**config.mk**
```make
export PLATFORM = sky130hd
export DESIGN_NAME = laser_feeder
export DESIGN_NICKNAME = d
export VERILOG_FILES = /design/src/rtl/laser_feeder.sv
export SDC_FILE = /design/constraint.sdc
export NUM_CORES = 1
export LEC_CHECK = 0
export ABC_AREA = 1
export CORE_UTILIZATION = 50
export CTS_CLUSTER_DIAMETER = 50
export CTS_CLUSTER_SIZE = 16
export DETAILED_ROUTE_END_ITERATION = 12
export HOLD_SLACK_MARGIN = 0.06
export PLACE_DENSITY = 0.78
export SYNTH_ARGS = -nofsm -noshare
export SYNTH_HDL_FRONTEND = slang
export SYNTH_SLANG_ARGS = --single-unit
```
**constraint.sdc**
```tcl
create_clock -name CLK -period 6.9 [get_ports CLK]
set_input_delay 0.69 -clock CLK [delete_from_list [all_inputs] [get_ports CLK]]
set_output_delay 0.69 -clock CLK [all_outputs]
set_load 0.005 [all_outputs]
```
**src/rtl/laser_feeder.sv**
```systemverilog
// laser_feeder: buffers NPTS 4-bit points, streams them to a circle solver, then
// counts how many buffered points fall inside either of the two returned circles.
module laser_feeder #(
    parameter int          NPTS = 40,
    parameter logic [15:0] TMO  = 16'd20000
) (
    input  logic       CLK,
    input  logic       RST_N,
    input  logic       WR_EN,
    input  logic [5:0] WR_ADDR,
    input  logic [3:0] WR_X,
    input  logic [3:0] WR_Y,
    input  logic       START,
    output logic       BUSY,
    output logic [3:0] X,
    output logic [3:0] Y,
    input  logic       DONE,
    input  logic [3:0] C1X,
    input  logic [3:0] C1Y,
    input  logic [3:0] C2X,
    input  logic [3:0] C2Y,
    output logic [3:0] R1X,
    output logic [3:0] R1Y,
    output logic [3:0] R2X,
    output logic [3:0] R2Y,
    output logic [5:0] COVER,
    output logic       RES_VALID,
    output logic       TIMEOUT
);

    typedef enum logic [2:0] {S_IDLE, S_SEND, S_WAIT, S_CHECK, S_REPORT} state_t;
    typedef struct packed {
        logic [3:0] x;
        logic [3:0] y;
    } pt_t;

    state_t      state, state_nx;
    pt_t         pbuf [NPTS];
    pt_t         xy, first_pt, nxt_pt, chk_pt;
    logic [5:0]  idx, idx_inc;
    logic [15:0] wcnt;
    logic        last_idx, wr_ok, hit;

    // Squared-distance test; the sum is kept 9 bits wide so 15^2+15^2 cannot alias small.
    function automatic logic near(input logic [3:0] px, input logic [3:0] py,
                                  input logic [3:0] cx, input logic [3:0] cy);
        logic [3:0] dx, dy;
        logic [7:0] sx, sy;
        logic [8:0] d2;
        dx   = (px > cx) ? px - cx : cx - px;
        dy   = (py > cy) ? py - cy : cy - py;
        sx   = {4'd0, dx} * {4'd0, dx};
        sy   = {4'd0, dy} * {4'd0, dy};
        d2   = {1'b0, sx} + {1'b0, sy};
        near = (d2 <= 9'd16);
    endfunction

    assign last_idx = (idx == 6'(NPTS - 1));
    assign idx_inc  = idx + 6'd1;
    assign wr_ok    = (state == S_IDLE) && WR_EN && (WR_ADDR < 6'(NPTS));
    // A write to entry 0 in the START cycle is forwarded so the new value goes out first.
    assign first_pt = (wr_ok && WR_ADDR == 6'd0) ? pt_t'({WR_X, WR_Y}) : pbuf[0];
    assign nxt_pt   = pbuf[idx_inc];
    assign chk_pt   = pbuf[idx];
    assign hit      = near(chk_pt.x, chk_pt.y, R1X, R1Y) || near(chk_pt.x, chk_pt.y, R2X, R2Y);

    assign BUSY = (state != S_IDLE);
    assign X    = xy.x;
    assign Y    = xy.y;

    always_ff @(posedge CLK or negedge RST_N) begin
        if (!RST_N) state <= S_IDLE;
        else        state <= state_nx;
    end

    always_comb begin
        state_nx = state;
        case (state)
            S_IDLE:   if (START) state_nx = S_SEND;
            S_SEND:   if (last_idx) state_nx = S_WAIT;
            S_WAIT: begin
                if (DONE)                     state_nx = S_CHECK;
                else if (wcnt == TMO - 16'd1) state_nx = S_IDLE;
            end
            S_CHECK:  if (last_idx) state_nx = S_REPORT;
            S_REPORT: state_nx = S_IDLE;
            default:  state_nx = S_IDLE;
        endcase
    end

    always_ff @(posedge CLK or negedge RST_N) begin
        if (!RST_N) begin
            for (int i = 0; i < NPTS; i++) pbuf[i] <= '0;
        end else if (wr_ok) begin
            pbuf[WR_ADDR] <= {WR_X, WR_Y};
        end
    end

    always_ff @(posedge CLK or negedge RST_N) begin
        if (!RST_N) begin
            idx       <= '0;
            wcnt      <= '0;
            xy        <= '0;
            R1X       <= '0;
            R1Y       <= '0;
            R2X       <= '0;
            R2Y       <= '0;
            COVER     <= '0;
            RES_VALID <= 1'b0;
            TIMEOUT   <= 1'b0;
        end else begin
            case (state)
                S_IDLE: if (START) begin
                    idx       <= '0;
                    COVER     <= '0;
                    RES_VALID <= 1'b0;
                    TIMEOUT   <= 1'b0;
                    xy        <= first_pt;
                end
                S_SEND: begin
                    if (last_idx) begin
                        xy   <= '0;
                        idx  <= '0;
                        wcnt <= '0;
                    end else begin
                        xy  <= nxt_pt;
                        idx <= idx_inc;
                    end
                end
                S_WAIT: begin
                    if (DONE) begin
                        R1X <= C1X;
                        R1Y <= C1Y;
                        R2X <= C2X;
                        R2Y <= C2Y;
                        idx <= '0;
                    end else if (wcnt == TMO - 16'd1) begin
                        TIMEOUT <= 1'b1;
                    end else begin
                        wcnt <= wcnt + 16'd1;
                    end
                end
                S_CHECK: begin
                    COVER <= COVER + {5'd0, hit};
                    idx   <= last_idx ? 6'd0 : idx_inc;
                end
                S_REPORT: RES_VALID <= 1'b1;
                default: ;
            endcase
        end
    end

endmodule

```
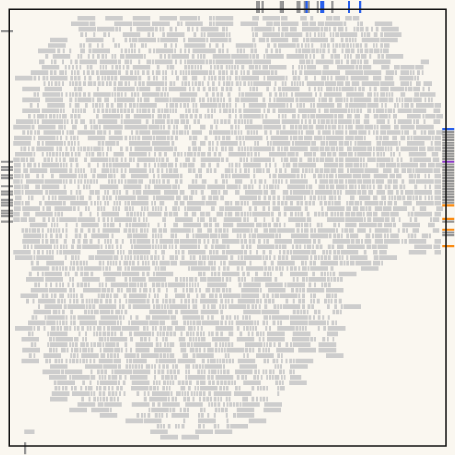
*I/O pins on the die edge, run 1*
(2 px per um) Pins as bars across the die edge, other pins in gray.
port	color	pins	direction	edge
DONE	purple	1	input	east
R1X	orange	4	output	east
COVER	blue	6	output	5 north, 1 east

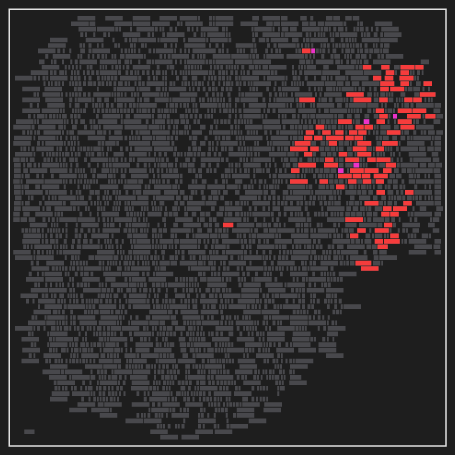
*Gate families picked out, run 1*
(2 px per um)
family	color	cells
adder and majority cells	red	98
AND and OR gates	magenta	5

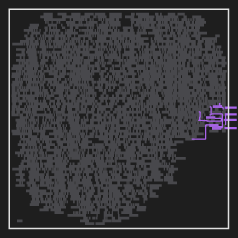
*Port wiring, run 1*
(1 px per um)
port	color	direction	edge	end cells	buffers	wire
R1X	purple	output	east	4	4	154 um

==> changes_impl.md, run 1 <==
### Physical design

* Final worst setup slack at -558 ps
* Via count at 23300
* Type of the worst setup path: reg2reg
* Setup crit start kind: flop
* Violated checks: negative setup slack
* Fraction of layout instances using a drive strength above 1 at 0.140
* Fin crit period at 7460 ps
* CP max stage cell: dfrtp_4
* H-tree levels at 2
* Gate count after technology mapping at 3258
* Post-synthesis sequential area ratio at 0.406
* Critical register-to-register path endpoint: COVER[5]
* Slowest Stage Delay on Critical Path at 600 ps
* Cell depth of the worst flop-to-flop path at 42
* Total global-route track usage at 0.313
* Cell Count Post-Placement at 3936
* Number of DRC markers after the initial detailed-route iteration at 2868
* Number of setup violations in the final report at 6
* Count of standard-cell rows at 78
* Port Buffer Count at 67
* Summed negative setup slack over all endpoints at -2360 ps
* Clock tree from TritonCTS: yes
* First-pass GRT wire length at 117 mm
* Antenna violations before repair at 1
* Fp util at 0.509
* Final HPWL DP at 48.2 mm
* Max_cap viols at 0
* Hold-fix buffer count after cts at 0
* Detailed-route wire length per cell at 18.4 um
* Clock Tree Buf Depth at 3
* Synthesis Warnings at 0
* CTS Buf Count at 43
* Crit path max fanout at 8
* Clock transition at the registers of the reported paths at 60 ps
* Layout fillers at 3879
* Number of resized instances in the post-cts repair step at 105
* Critical path startpoint: idx[0]
* RSZ-0062 raised after global routing: yes
* Antenna diode instance count at 0
* Sequential Area at 9440 um2
* Total global routing overflow at 0
* Area growth from synthesis to final layout at 22.6%
* Number of nets at floorplan at 3391
* Number of cells in Yosys stat at 3258
* Wirelength, routed at 74.8 mm
* Chip height at 218 um
* Class of the most critical hold timing path: in2async
* Number of enable flip-flop cells at 0
* Number of DRC violations after detailed routing at 0
* Instance area at placement at 25800 um2
* Slew headroom at 0.359
* Total Die Area at 47400 um2
* Main synth FF type: dfrtp_1
* Synth cell types at 42
* Most frequent logic cell in the layout: nand2_1
* Pins over their slew limit at 0
* Via density per instance at 5.75
* Worst Setup EP: COVER[5]
* Area occupied by multi-input gates at 12400 um2
* Tally of OpenROAD warnings at 47
* Final non-filler cell area at 28500 um2
* Master cell of the clock root buffer: clkbuf_16
* Transition time at the pin with the least slew margin at 957 ps
* Via count of the first global-routing pass at 21800
* Top-level port count at 68
* Total core area at 45700 um2
* Largest delay share family, worst path: adder cells
* Worst path required time at 7440 ps
* Async set-or-reset flop fraction in the synthesized netlist at 1.00
* Clock insertion delay at the later pin of the skew report at 600 ps
* Outcome: finished, violations left
* Crit. path cell count at 42
* # nets final at 3562
* First-pass iteration count of the detailed router at 6
* Most instantiated logic cells after routing: nand2_1, o21ai_0, dfrtp_1, inv_1, nor2_1
run 1: metrics by stage:
stage	hold WS, ps	setup WS (ps)
detailed placement	473	-677
CTS	136	-371
global route	168	-941
finish	107	-558
floorplan	394	-153
global placement	465	-518
run 1: cell type report:
type / count / area share
Timing Repair Buffer: 333 / 0.112
Tap cell: 600 / 0.0263
Inverter: 330 / 0.0436
Sequential cell: 377 / 0.331
Multi-Input combinational cell: 2344 / 0.433
Clock buffer: 48 / 0.0409
Clock inverter: 29 / 0.0127
run 1: logic make-up after synthesis:
family / share of synthesized area
fa+ha+maj: 0.0624
xor+xnor: 0.00872
mux: 0.00178
flops: 0.406
compound gates: 0.180
simple gates: 0.252
buf+inv: 0.0885
run 1: routing by layer:
metal / track usage / up-vias / wire length, um
met1: 0.411 / 10800 / 30200
met5: 0 / - / 0
met3: 0.0654 / 274 / 7100
met2: 0.492 / 1246 / 33800
met4: 0.150 / 0 / 3690
li1: - / 11000 / -
run 1: cell usage after synthesis (5+ instances only):
cell / n / area, um2
o31ai_1: 5 / 37.5
nand4_1: 26 / 163
or2_2: 5 / 31.3
fa_1: 30 / 601
clkinv_1: 8 / 30.0
a21oi_1: 157 / 786
o21ai_0: 551 / 2760
dfrtp_1: 377 / 9430
buf_2: 28 / 140
buf_1: 6 / 22.5
nor2_1: 292 / 1100
nand2_1: 819 / 3070
o2111ai_1: 25 / 219
inv_2: 5 / 18.8
o22ai_1: 6 / 37.5
clkbuf_1: 172 / 646
nand3_1: 268 / 1340
xor2_1: 16 / 140
inv_1: 317 / 1190
nor3_1: 10 / 50.1
ha_1: 68 / 851
o211ai_1: 31 / 233
run 1: sequential cells by signal, indices dropped and copies added, names as in the netlist, 6 cells and up:
name / flops
COVER: 6
idx: 6
pbuf: 320
wcnt: 16
==> run 2, diff against run 1 <==
--- a/config.mk
+++ b/config.mk
@@ -6,10 +6,12 @@
 export NUM_CORES = 1
 export LEC_CHECK = 0
 export ABC_AREA = 1
+export CORE_MARGIN = 8
 export CORE_UTILIZATION = 50
 export CTS_CLUSTER_DIAMETER = 50
 export CTS_CLUSTER_SIZE = 16
 export DETAILED_ROUTE_END_ITERATION = 12
+export GPL_ROUTABILITY_DRIVEN = 0
 export HOLD_SLACK_MARGIN = 0.06
 export PLACE_DENSITY = 0.78
 export SYNTH_ARGS = -nofsm -noshare
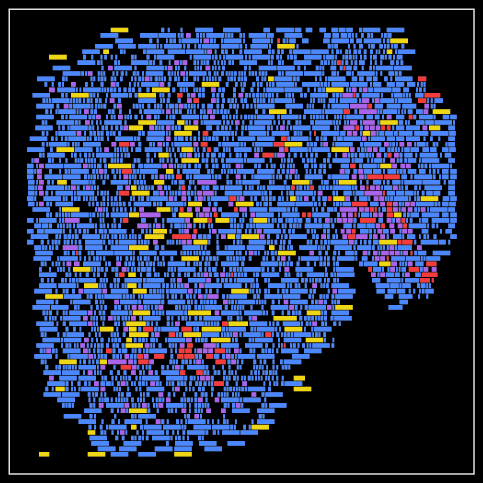
*Drive-strength map, run 2*
(2 px per um)
size	color	cells
drive 3 to 4	purple	304
drive 1 or less	blue	3001
drive 6 and up	yellow	97
drive 2	red	95

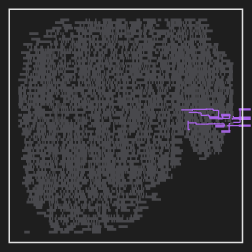
*Port wiring, run 2*
(1 px per um)
port	color	direction	edge	end cells	buffers	wire
R1X	purple	output	east	4	4	226 um

==> run 2 against run 1 <==
The flow still finishes with violations (negative setup slack). Non-clock buffer count is 37 higher. Maximum frequency decreased by 3.2%. Critical endpoint unchanged. Final area shrank 0.20%. Largest cell class unchanged. Sequential share of layout area increased by 0.065 points. Via count increased by 1.1%. First-iteration DRC count rose by 12%. Critical path depth did not move. Cell count grew 1.1%.
==> changes_impl.md, run 2 <==
### Physical design

* Met2 capacity usage during global routing at 0.431 (-0.0605)
* Clock insertion delay at the later pin of the skew report at 600 ps (about the same)
* Most frequent logic cell in the layout: nand2_1
* Most area-hungry cell type in the Yosys netlist: dfrtp_1
* Number of nets at floorplan at 3391 (unchanged)
* Fp util at 0.503 (-0.00645)
* Area occupied by multi-input gates at 12200 um2 (-1.1%)
* Clock tree from TritonCTS: yes
* Via count of the first global-routing pass at 22100 (+1.5%)
* Via count at 23600 (+1.1%)
* Sequential Area at 9440 um2 (unchanged)
* Slowest Stage Delay on Critical Path at 590 ps (about the same)
* Fin crit period at 7700 ps (+246 ps)
* Top cell types by occurrence after synthesis: nand2_1, o21ai_0, dfrtp_1
* Plain + repair buffers at 370 (+11%)
* Max_cap viols at 0 (unchanged)
* Violated checks: negative setup slack
* Clock buffers and inverters, area share at 0.0498 (-0.00385)
* Number of enable flip-flop cells at 0 (unchanged)
* Global-route layer with the greatest usage: met2
* Combinational fraction of the cell area at 0.430 (-0.00380)
* Clock transition at the registers of the reported paths at 70 ps (about the same)
* Antenna violations before repair at 0 (-1)
* Tap Cells at 607 (+1.2%)
* Max reg flops at 320 (unchanged)
* Transition time at the pin with the least slew margin at 1020 ps (+68.2 ps)
* First-pass GRT wire length at 120 mm (+2.9%)
* Detailed-route wire length per cell at 18.4 um (-0.26%)
* Wirelength, routed at 75.4 mm (+0.80%)
* Top cells by area in the synthesized netlist: dfrtp_1, nand2_1, o21ai_0
* Multi-input logic cell count at 2344 (unchanged)
* Async set-or-reset flop fraction in the synthesized netlist at 1.00 (unchanged)
* Chip height at 232 um (+6.4%)
* Largest registers in the final layout: pbuf x320, wcnt x16
* Total Die Area at 53700 um2 (+13%)
* Outcome: finished, violations left
* Fraction of layout instances using a drive strength above 1 at 0.142 (+0.00199)
* Pins over their slew limit at 0 (unchanged)
* Setup crit start kind: flop
* Post-synth top area share at 0.406 (unchanged)
* Largest reg by FF count: pbuf
* Master cell of the clock root buffer: clkbuf_16
* Total core area at 46300 um2 (+1.3%)
* Cell Count Post-Placement at 3988 (+1.3%)
* Count of standard-cell rows at 79 (+1.3%)
* # nets final at 3598 (+1.0%)
* Clock Tree Buf Depth at 3 (unchanged)
* Number of setup violations in the final report at 6 (unchanged)
* Largest cell class by area: multi-input combinational cells
* Antenna diode instance count at 0 (unchanged)
* Via density per instance at 5.75 (about the same)
* Total number of sequential cells at 377 (unchanged)
* Port Buffer Count at 67 (unchanged)
* Met1 track utilization from global routing at 0.368 (-0.0424)
* Total global routing overflow at 0 (unchanged)
* Final worst setup slack at -804 ps (-246 ps)
* Global routing met3 resource utilization at 0.0500 (-0.0154)
* Post-synthesis sequential area ratio at 0.406 (unchanged)
* H-tree levels at 2 (unchanged)
* Layout fillers at 4024 (+3.7%)
* Crit path max fanout at 7 (-1)
* Synth cell types at 42 (unchanged)
* Hold-fix buffer count after cts at 0 (unchanged)
* Main synth FF type: dfrtp_1
* Share of the final layout cell area in sequential cells at 0.332 (+0.000655)
* Area growth from synthesis to final layout at 22.4%
* Synthesis Warnings at 0 (unchanged)
* Top-level port count at 68 (unchanged)
* RSZ-0062 raised after global routing: yes
* First-pass iteration count of the detailed router at 6 (unchanged)
* CP max stage cell: dfrtp_4
* Post-Place Worst Slack at -850 ps (-173 ps)
==> run 2: cell counts after synthesis <==
No cell type changed its count.
==> run 2: stage by stage <==
stage | util | TNS (ps) | hold slack (ps) | area, um2
CTS | 0.611 | -2050 | 83.3 | 28300
detailed placement | 0.564 | -3960 | 472 | 26100
global placement | 0.564 | -2830 | 466 | 26100
floorplan | - | -212 | 394 | 23400
finish | 0.615 | -3600 | 82.1 | 28500
global route | 0.615 | -5140 | 116 | 28500
==> run 2: cells by family after synthesis <==
family,share of synthesized area
flops,0.406
xor+xnor,0.00872
fa+ha+maj,0.0624
compound gates,0.180
simple gates,0.252
buf+inv,0.0885
mux,0.00178
==> run 2: repair_timing <==
| item | in CTS | in global routing |
|---|---|---|
| setup buffers | 21 | 11 |
| hold endpoints to repair | 0 | 0 |
| gates resized | 98 | 43 |
| pin swaps | 42 | 52 |
| setup endpoints to repair | 6 | 6 |
| gates cloned | 9 | 0 |
==> run 2: final timing paths <==
path | depth (start not counted) | end | slack [ps] | from
max in group asynchronous | 2 | pbuf[288] | 5350 | RST_N
setup / recovery | 42 | COVER[5] | -800 | idx[0]
setup reg to reg | 42 | COVER[5] | -800 | idx[0]
hold / removal | 1 | pbuf[86] | 80 | RST_N
min in group CLK | 2 | pbuf[248] | 480 | pbuf[248]
hold reg to reg | 2 | pbuf[248] | 480 | pbuf[248]
==> run 2: routing by layer <==
layer | wire length, um | share of wire
met5 | 0 | 0
met3 | 7400 | 0.098
met2 | 33500 | 0.44
met1 | 30400 | 0.40
met4 | 4030 | 0.053
